$ cat config.mk
export PLATFORM = sky130hd
export DESIGN_NAME = pipe_scroller
export DESIGN_NICKNAME = d
export VERILOG_FILES = /design/src/rtl/flappy_pkg.sv /design/src/rtl/lfsr8.sv /design/src/rtl/pipe_scroller.sv
export SDC_FILE = /design/constraint.sdc
export NUM_CORES = 1
export LEC_CHECK = 0
export CAP_MARGIN = 20
export CORE_MARGIN = 2
export CORE_UTILIZATION = 40
export DETAILED_ROUTE_END_ITERATION = 16
export PLACE_DENSITY = 0.69
export SYNTH_ARGS = -nofsm -noshare
export SYNTH_HDL_FRONTEND = slang
export SYNTH_SLANG_ARGS = --single-unit
$ cat constraint.sdc
create_clock -name clk -period 9.4 [get_ports clk]
set_clock_uncertainty 0.15 [all_clocks]
set_input_delay 2.82 -clock clk [delete_from_list [all_inputs] [get_ports clk]]
set_output_delay 2.82 -clock clk [all_outputs]
set_load 0.02 [all_outputs]
$ cat src/rtl/flappy_pkg.sv
// Shared types and helpers for the flappy pipe field.
package flappy_pkg;
  localparam int GRID_N = 16;

  typedef logic [GRID_N-1:0][GRID_N-1:0] frame_t;
  typedef enum logic [1:0] {IDLE, RUN, DEAD} scroll_state_t;

  // Pipe column from the LFSR: every row set except a GAP rows tall opening.
  // Out-of-range nibbles fold back to the top so the gap always fits.
  function automatic logic [GRID_N-1:0] pipe_column(input logic [7:0] lfsr_value,
                                                     input int gap_height);
    logic [GRID_N-1:0] col;
    int max_top;
    int gap_top;
    max_top = GRID_N - gap_height;
    gap_top = (int'(lfsr_value[3:0]) <= max_top) ? int'(lfsr_value[3:0])
                                                  : int'(lfsr_value[3:0]) - (max_top + 1);
    for (int r = 0; r < GRID_N; r++)
      col[r] = !((r >= gap_top) && (r < gap_top + gap_height));
    return col;
  endfunction
endpackage

$ cat src/rtl/lfsr8.sv
// 8-bit Fibonacci LFSR (x^8+x^6+x^5+x^4+1), shifting left into bit 0.
module lfsr8 (
  input  logic       clk,
  input  logic       reset,
  input  logic [7:0] seed,
  input  logic       advance,
  output logic [7:0] value
);
  logic [7:0] seed_safe;
  logic       feedback;

  // An all-zero state would lock up, so a zero seed starts at 1 instead.
  assign seed_safe = (seed == 8'h00) ? 8'h01 : seed;
  assign feedback  = value[7] ^ value[5] ^ value[4] ^ value[3];

  always_ff @(posedge clk or negedge reset) begin
    if (!reset)
      value <= seed_safe;
    else if (advance)
      value <= {value[6:0], feedback};
  end
endmodule

$ cat src/rtl/pipe_scroller.sv
// Scrolling pipe field for the 16x16 matrix with pipe-cleared scoring.
// Optional SCROLL_SPEEDUP_EN shortens the step period as the score rises.
module pipe_scroller
  import flappy_pkg::*;
#(
  parameter int         TICK_DIV     = 25000000,
  parameter int         PIPE_SPACING = 6,
  parameter int         GAP_HEIGHT   = 4,
  parameter logic [7:0] LFSR_SEED    = 8'hA5
) (
  input  logic   clk,
  input  logic   reset,
  input  logic   start,
  input  logic   isDead,
  output frame_t GrnPixels,
  output logic [7:0] score,
  output logic   scored,
  output logic   running
);
  localparam int TW = (TICK_DIV > 2) ? $clog2(TICK_DIV) : 1;
  localparam int SW = (PIPE_SPACING > 2) ? $clog2(PIPE_SPACING) : 1;

  scroll_state_t     state;
  logic [TW-1:0]     tick;
  logic [SW-1:0]     spawn;
  logic [7:0]        lfsr;
  logic [31:0]       tick_last;
  logic              tick_wrap;
  logic              step;
  logic [GRID_N-1:0] new_col;
  logic [GRID_N-1:0] col0;
  frame_t            shifted;

`ifdef SCROLL_SPEEDUP_EN
  logic [1:0] speed_shift;
  assign speed_shift = (score[7:3] > 5'd3) ? 2'd3 : score[4:3];
  assign tick_last   = (32'(TICK_DIV) >> speed_shift) - 32'd1;
`else
  assign tick_last = 32'(TICK_DIV - 1);
`endif

  // Wrapping on ">=" also restarts the count when the period shrinks under it.
  assign tick_wrap = (32'(tick) >= tick_last);
  assign step      = (state == RUN) && !isDead && (32'(tick) == tick_last);
  assign new_col   = (spawn == '0) ? pipe_column(lfsr, GAP_HEIGHT) : '0;

  genvar gi;
  generate
    for (gi = 0; gi < GRID_N; gi++) begin : g_rows
      assign col0[gi]    = GrnPixels[gi][0];
      assign shifted[gi] = {new_col[gi], GrnPixels[gi][GRID_N-1:1]};
    end
  endgenerate

  lfsr8 u_lfsr (
    .clk    (clk),
    .reset  (reset),
    .seed   (LFSR_SEED),
    .advance(step),
    .value  (lfsr)
  );

  always_ff @(posedge clk or negedge reset) begin
    if (!reset) begin
      state     <= IDLE;
      GrnPixels <= '0;
      score     <= 8'd0;
      scored    <= 1'b0;
      running   <= 1'b0;
      tick      <= '0;
      spawn     <= '0;
    end else begin
      scored <= 1'b0;
      case (state)
        IDLE, DEAD: begin
          if (start) begin
            state     <= RUN;
            running   <= 1'b1;
            GrnPixels <= '0;
            score     <= 8'd0;
            tick      <= '0;
            spawn     <= '0;
          end
        end
        RUN: begin
          if (isDead) begin
            state   <= DEAD;
            running <= 1'b0;
          end else begin
            tick <= tick_wrap ? '0 : tick + 1'b1;
            if (step) begin
              GrnPixels <= shifted;
              spawn     <= (spawn == SW'(PIPE_SPACING - 1)) ? '0 : spawn + 1'b1;
              if (|col0) begin
                scored <= 1'b1;
                if (score != 8'hFF)
                  score <= score + 8'd1;
              end
            end
          end
        end
        default: begin
          state   <= IDLE;
          running <= 1'b0;
        end
      endcase
    end
  end
endmodule

==> images/m1.png <==
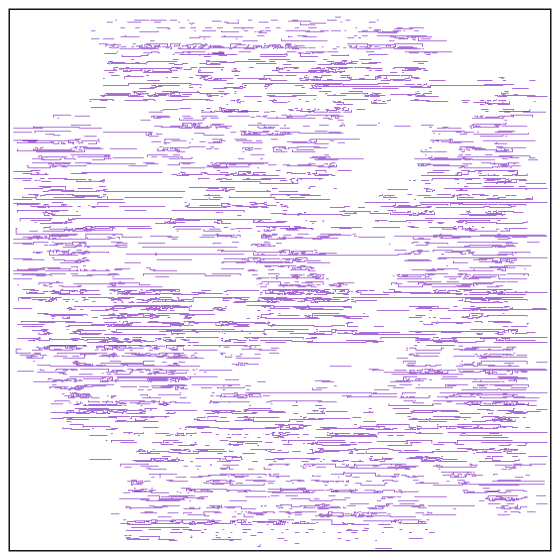
nets with wire on the layer = 1,489
main direction = horizontal
wire length on this layer = 15,900 µm

==> images/placed.png <==
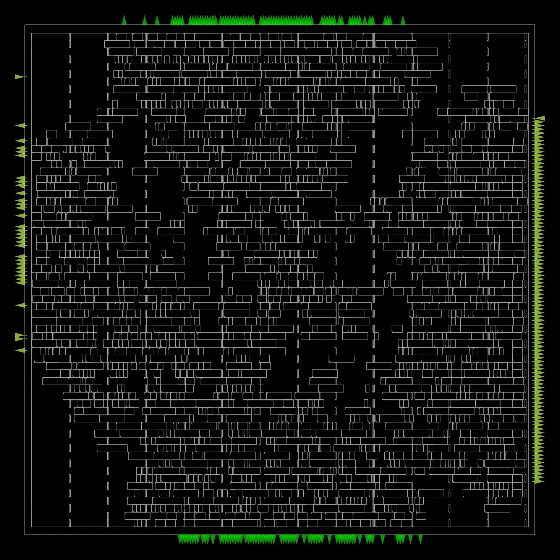
final core occ: 53.2%
n_taps: 442
Core Area: 0.0325 mm²
Non-Filler Instances: 2,154
flop share of the area: 44.1%

==> qor.yml <==
status: "completed"
max_freq_mhz: 185
p_seq_share_pct: 46.0
worst_slack_ps: 4010
grt_max_degree: 125
postPlaceCellArea_mm2: 0.0161
grt_pass1_vias: 10500
die_y_um: 185
ys_chip_area_mm2: 0.0131
slowest_stage: "buf_4"
clock_path_buffers: 3
synthDominantCellAreaShare_pct: 57.2
synthArstFlopShare_pct: 100
stdcell_area_mm2: 0.0173
synth-seq-cells: 304
numCtsBuffers: 35
ant_nets: 0
cts_root_buf: "clkbuf_16"
critPathArrivalTime_ps: 5680
edf_count: 0
post_cts_resized: 0
critPathBufInv: 2
rr_worst_depth: 11
setup_violations: 0
period_used_pct: 57.4
yosysUniqueCellTypes: 59
grtUsageTotal_pct: 20.1
cts_tree: "done"
cts_sinks: 304
synthTopCellsByCount: "536 x nand2_1, 300 x dfrtp_1, 257 x nand3_1"
yosys.area_share.adder_pct: 1.05
crit_chain: "clkdlybuf4s50_1 -> nor4bb_1 -> nor3b_1 -> and3_4 -> buf_4 -> nand2_1 -> nand2_1"
required_ps: 9690
yosys_cells: 1468
vias_per_cell: 5.15
whs_ps: 314
clk_latency_ps: 510
reg2reg_slack_ps: 6170
sw_frac_of_total_pct: 23.2
p_comb_share_pct: 5.5
grt_pass1_wl_um: 55900
netlist_logic_family_top: "simple AND/OR/NAND/NOR gates"
crit_end: "GrnPixels[2]"
netlist.top_cell.by_area: "dfrtp_1"
state kept, by name (all words and copies together) (netlist names):
signal	count
GrnPixels	256
tick	25
score	8
u_lfsr.value	8
spawn	3
state	2
running	1
scored	1
metal layers:
metal / GRT usage (%) / vias to the layer above
li1: - / 5366
met1: 28.0 / 5330
met2: 31.7 / 325
met3: 3.83 / 64
met4: 6.48 / 0
met5: 0 / -
area by class of cell:
cell class | count | area [µm²]
sequential | 304 | 7610
clock buffer | 52 | 1070
timing repair buffer | 281 | 2800
inverter | 20 | 75.1
clock inverter | 10 | 128
multi-input combinational | 1045 | 5030
tap | 442 | 553
fill | 2911 | 15200
tightest hold or removal path, cell delays in order, from the launching register on:
cell and delay (ps):
dfstp_2 370, nand2_1 50, nand2_1 40
